==> config.mk <==
export PLATFORM = sky130hd
export DESIGN_NAME = alu_issue_queue
export DESIGN_NICKNAME = d
export VERILOG_FILES = /design/src/rtl/alu_pkg.sv /design/src/rtl/alu_ctl_decode.sv /design/src/rtl/alu_issue_queue.sv
export SDC_FILE = /design/constraint.sdc
export NUM_CORES = 1
export LEC_CHECK = 0
export CORE_ASPECT_RATIO = 0.7
export CORE_UTILIZATION = 50
export CTS_BUF_LIST = sky130_fd_sc_hd__clkbuf_16
export DETAILED_ROUTE_END_ITERATION = 10
export PLACE_DENSITY = 0.79
export SLEW_MARGIN = 15
export SYNTH_ARGS = -nofsm -noshare
export SYNTH_HDL_FRONTEND = slang
export SYNTH_SLANG_ARGS = --single-unit
==> constraint.sdc <==
create_clock -name clk -period 15 [get_ports clk]
set_input_delay 3 -clock clk [delete_from_list [all_inputs] [get_ports clk]]
set_output_delay 3 -clock clk [all_outputs]
set_load 0.05 [all_outputs]
==> src/rtl/alu_pkg.sv <==
// Shared ALU encodings: ALUCtl codes, ALUOp values and R-type Funct fields.
// Used by the issue queue, its decoder, the ALU and their benches.
package alu_pkg;

    localparam int unsigned ALUCTL_W = 4;
    localparam int unsigned ALUOP_W  = 2;
    localparam int unsigned FUNCT_W  = 6;

    localparam logic [ALUCTL_W-1:0] ALUCTL_AND     = 4'b0000;
    localparam logic [ALUCTL_W-1:0] ALUCTL_OR      = 4'b0001;
    localparam logic [ALUCTL_W-1:0] ALUCTL_ADD     = 4'b0010;
    localparam logic [ALUCTL_W-1:0] ALUCTL_SUB     = 4'b0110;
    localparam logic [ALUCTL_W-1:0] ALUCTL_SLT     = 4'b0111;
    localparam logic [ALUCTL_W-1:0] ALUCTL_NOR     = 4'b1100;
    localparam logic [ALUCTL_W-1:0] ALUCTL_ILLEGAL = 4'b1111;

    localparam logic [ALUOP_W-1:0] ALUOP_ADD     = 2'b00;
    localparam logic [ALUOP_W-1:0] ALUOP_SUB     = 2'b01;
    localparam logic [ALUOP_W-1:0] ALUOP_RTYPE   = 2'b10;
    localparam logic [ALUOP_W-1:0] ALUOP_ILLEGAL = 2'b11;

    localparam logic [FUNCT_W-1:0] FUNCT_ADD = 6'b100000;
    localparam logic [FUNCT_W-1:0] FUNCT_SUB = 6'b100010;
    localparam logic [FUNCT_W-1:0] FUNCT_AND = 6'b100100;
    localparam logic [FUNCT_W-1:0] FUNCT_OR  = 6'b100101;
    localparam logic [FUNCT_W-1:0] FUNCT_NOR = 6'b100111;
    localparam logic [FUNCT_W-1:0] FUNCT_SLT = 6'b101010;

endpackage

==> src/rtl/alu_ctl_decode.sv <==
// Combinational ALUOp/Funct to ALUCtl translation with an illegal-opcode flag.
module alu_ctl_decode
    import alu_pkg::*;
(
    input  logic [ALUOP_W-1:0]  alu_op,
    input  logic [FUNCT_W-1:0]  funct,
    output logic [ALUCTL_W-1:0] alu_ctl_c,
    output logic                illegal_c
);

    always_comb begin
        alu_ctl_c = ALUCTL_ILLEGAL;
        illegal_c = 1'b1;
        case (alu_op)
            ALUOP_ADD: begin
                alu_ctl_c = ALUCTL_ADD;
                illegal_c = 1'b0;
            end
            ALUOP_SUB: begin
                alu_ctl_c = ALUCTL_SUB;
                illegal_c = 1'b0;
            end
            ALUOP_RTYPE: begin
                illegal_c = 1'b0;
                case (funct)
                    FUNCT_ADD: alu_ctl_c = ALUCTL_ADD;
                    FUNCT_SUB: alu_ctl_c = ALUCTL_SUB;
                    FUNCT_AND: alu_ctl_c = ALUCTL_AND;
                    FUNCT_OR:  alu_ctl_c = ALUCTL_OR;
                    FUNCT_NOR: alu_ctl_c = ALUCTL_NOR;
                    FUNCT_SLT: alu_ctl_c = ALUCTL_SLT;
                    default:   illegal_c = 1'b1;
                endcase
            end
            default: ;
        endcase
    end

endmodule

==> src/rtl/alu_issue_queue.sv <==
// In-order operand/opcode FIFO in front of the ALU; decodes ALUCtl at enqueue.
// Macro ALU_ISSUE_ILLEGAL_TRAP_EN: drop illegal entries and raise sticky IllegalOp.
module alu_issue_queue
    import alu_pkg::*;
#(
    parameter int unsigned DEPTH = 4,
    parameter int unsigned WIDTH = 32
) (
    input  logic                       clk,
    input  logic                       reset,
    input  logic                       InValid,
    output logic                       InReady,
    input  logic [WIDTH-1:0]           InA,
    input  logic [WIDTH-1:0]           InB,
    input  logic [ALUOP_W-1:0]         InALUOp,
    input  logic [FUNCT_W-1:0]         InFunct,
    output logic                       OutValid,
    input  logic                       OutReady,
    output logic [WIDTH-1:0]           OutA,
    output logic [WIDTH-1:0]           OutB,
    output logic [ALUCTL_W-1:0]        OutALUCtl,
    output logic [$clog2(DEPTH+1)-1:0] Count,
    output logic                       IllegalOp
);

    localparam int unsigned PTR_W = $clog2(DEPTH);
    localparam int unsigned CNT_W = $clog2(DEPTH + 1);

    logic [WIDTH-1:0]    mem_a   [DEPTH];
    logic [WIDTH-1:0]    mem_b   [DEPTH];
    logic [ALUCTL_W-1:0] mem_ctl [DEPTH];
    logic [PTR_W-1:0]    wr_ptr;
    logic [PTR_W-1:0]    rd_ptr;
    logic [CNT_W-1:0]    cnt;

    logic [ALUCTL_W-1:0] dec_ctl;
    logic                dec_illegal;
    logic [ALUCTL_W-1:0] enq_ctl;
    logic                push;
    logic                pop;
    logic                wr;

    alu_ctl_decode u_decode (
        .alu_op    (InALUOp),
        .funct     (InFunct),
        .alu_ctl_c (dec_ctl),
        .illegal_c (dec_illegal)
    );

    assign enq_ctl  = dec_illegal ? ALUCTL_ILLEGAL : dec_ctl;
    assign InReady  = (cnt != CNT_W'(DEPTH));
    assign OutValid = (cnt != CNT_W'(0));
    assign push     = InValid && InReady;
    assign pop      = OutValid && OutReady;
    assign Count    = cnt;

`ifdef ALU_ISSUE_ILLEGAL_TRAP_EN
    // Illegal entries complete the handshake but never occupy a slot.
    assign wr = push && !dec_illegal;

    always_ff @(posedge clk or posedge reset) begin
        if (reset) begin
            IllegalOp <= 1'b0;
        end else if (push && dec_illegal) begin
            IllegalOp <= 1'b1;
        end
    end
`else
    assign wr        = push;
    assign IllegalOp = 1'b0;
`endif

    // Storage is cleared on reset so the head outputs read zero afterwards.
    always_ff @(posedge clk or posedge reset) begin
        if (reset) begin
            for (int unsigned i = 0; i < DEPTH; i++) begin
                mem_a[i]   <= '0;
                mem_b[i]   <= '0;
                mem_ctl[i] <= '0;
            end
        end else if (wr) begin
            mem_a[wr_ptr]   <= InA;
            mem_b[wr_ptr]   <= InB;
            mem_ctl[wr_ptr] <= enq_ctl;
        end
    end

    // Pointers wrap naturally because DEPTH is a power of two.
    always_ff @(posedge clk or posedge reset) begin
        if (reset) begin
            wr_ptr <= '0;
            rd_ptr <= '0;
            cnt    <= '0;
        end else begin
            if (wr) begin
                wr_ptr <= wr_ptr + PTR_W'(1);
            end
            if (pop) begin
                rd_ptr <= rd_ptr + PTR_W'(1);
            end
            case ({wr, pop})
                2'b10:   cnt <= cnt + CNT_W'(1);
                2'b01:   cnt <= cnt - CNT_W'(1);
                default: ;
            endcase
        end
    end

    assign OutA      = mem_a[rd_ptr];
    assign OutB      = mem_b[rd_ptr];
    assign OutALUCtl = mem_ctl[rd_ptr];

endmodule

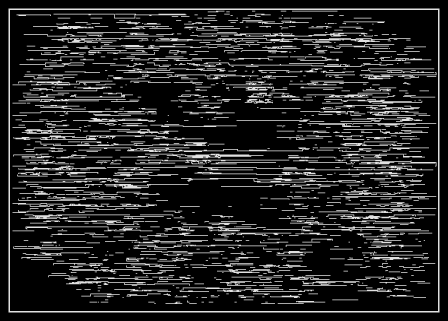
*Met1 routing, run 1*
nets with wire on the layer: 859
longest straight run: 46.5 um
wire length on this layer: 12400 um

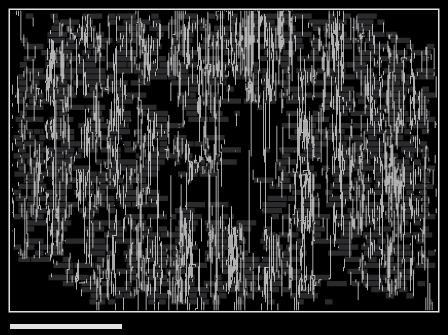
*Met2 routing, run 1*
Bar = 50 um.
nets with wire on the layer: 881
main direction: vertical
longest straight run: 56.4 um
wire length on this layer: 11700 um

==> results.sh, run 1 <==
# yosys + openroad results
export IMPL_r2r_slack_ns=12.27
export IMPL_yosys_area_mm2=0.0126
export IMPL_synth_flops=279
export IMPL_ys_sh_adder_pct=0.657
export IMPL_reg2reg_to="mem_a[57]"
export IMPL_cts_tree="built"
export IMPL_common_cells="279 x dfrtp_1, 194 x mux2_2, 68 x mux2_4, 68 x mux4_2, 24 x buf_2"
export IMPL_yosysTopAreaCell="dfrtp_1"
export IMPL_clk_pin_slew_worst_paths_ns=0.06
export IMPL_grt_max_degree=132
export IMPL_maxCapViolations=0
export IMPL_num_antenna_cells=1
export IMPL_rsz0062_at_grt="no"
export IMPL_dr_pass1_iters=4
export IMPL_rr_worst_depth=4
export IMPL_clockBufferDepth=3
export IMPL_syn_nets=811
export IMPL_aoi_share_pct=0.836
export IMPL_routabilityCongestion=0.721
export IMPL_synth_comb_largest_family="multiplexers"
export IMPL_relSlewSlack_pct=30.9
export IMPL_area_delta_synth_final_pct=20.3
export IMPL_cp_depth=3
export IMPL_status="finished, final reports clean"
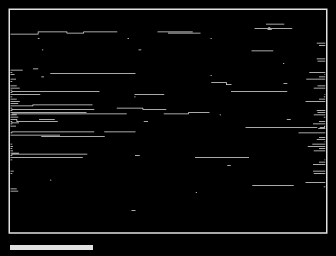
*Met3 routing, run 1*
Bar = 50 um.
nets with wire on the layer: 90
wire length on this layer: 1280 um
share of all routed wire: 5.0%
main direction: horizontal
longest straight run: 69.5 um

### Signal wires on met4, run 1

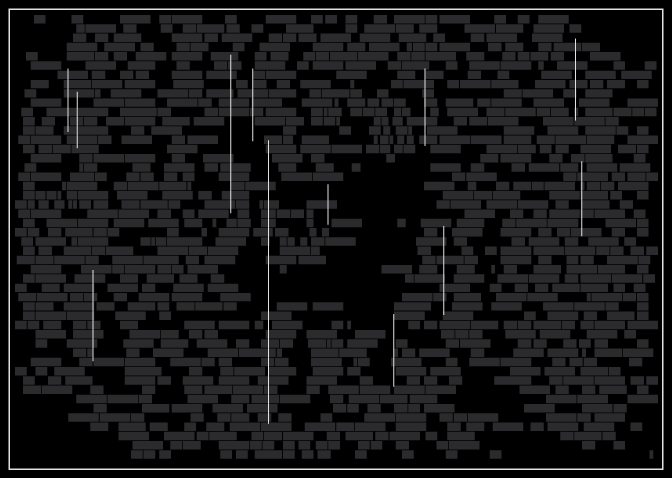

==> run 2: changes to the inputs <==
- clock period: 15 -> 6.15 ns (I/O delays scaled with it)
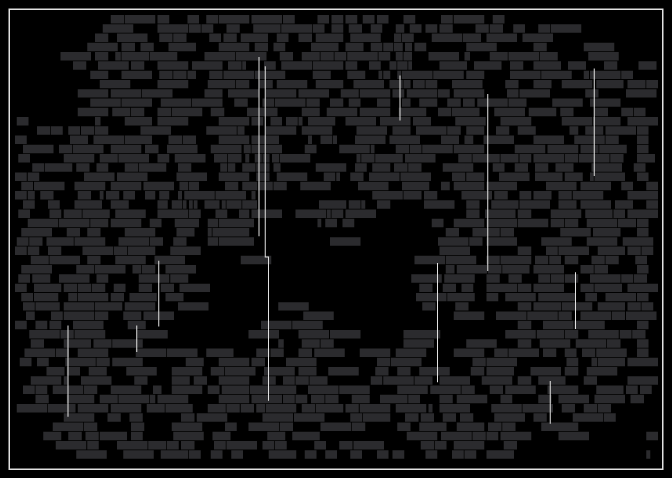
*Signal wires on met4, run 2*
main direction: vertical
longest straight run: 55.9 um
wire length on this layer: 363 um
share of all routed wire: 1.4%

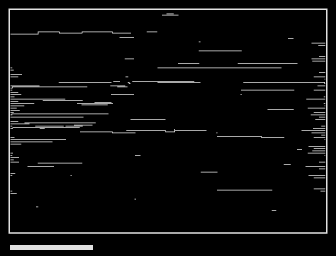
*Met3 routing, run 2*
Bar = 50 um.
nets with wire on the layer: 98
wire length on this layer: 1520 um

==> run 2 against run 1 <==
Clock skew is 0.0016 ns higher; sequential share of layout area is essentially flat; first-iteration DRC count rose by 35%; via count up 0.36%; hold slack is essentially flat; flip-flop count stayed put; synthesized area unchanged; critical endpoint is now OutB[18]; highest routed layer unchanged.
==> results.sh, run 2 <==
# yosys + openroad results
export IMPL_reg2reg_to="mem_a[90]"
export IMPL_status="finished, final reports clean"
export IMPL_avgRoutedWirePerCell_um=21.1
export IMPL_top_area_share_pct=55.6
export IMPL_area_delta_synth_final_pct=20.3
export IMPL_routabilityCongestion=0.733
export IMPL_dr_pass1_iters=4
export IMPL_portBuffers=148
export IMPL_rr_worst_depth=4
export IMPL_synth_comb_largest_family="multiplexers"
export IMPL_cp_slowest_cell="dfrtp_4"
export IMPL_rsz0062_at_grt="no"
export IMPL_cp_end_kind="output pin"
export IMPL_drt_wl_total_um=25600
export IMPL_clk_pin_slew_worst_paths_ns=0.06
export IMPL_taps=325
export IMPL_gr_total_overflow=0
export IMPL_yosysTopAreaCell="dfrtp_1"
export IMPL_comb_area_mm2=0.00520
export IMPL_ioPinCount=150
export IMPL_maxCapViolations=0
export IMPL_nonClockInverterCount=14
export IMPL_grt_max_degree=168
export IMPL_common_cells="279 x dfrtp_1, 194 x mux2_2, 68 x mux2_4, 68 x mux4_2, 24 x buf_2"
export IMPL_ys_sh_adder_pct=0.657
export IMPL_relSlewSlack_pct=33.9
export IMPL_ys_sh_simple_pct=0.906
export IMPL_num_antenna_cells=1
export IMPL_clockBufferDepth=3
export IMPL_cts_tree="built"
export IMPL_buf_share_pct=10.4
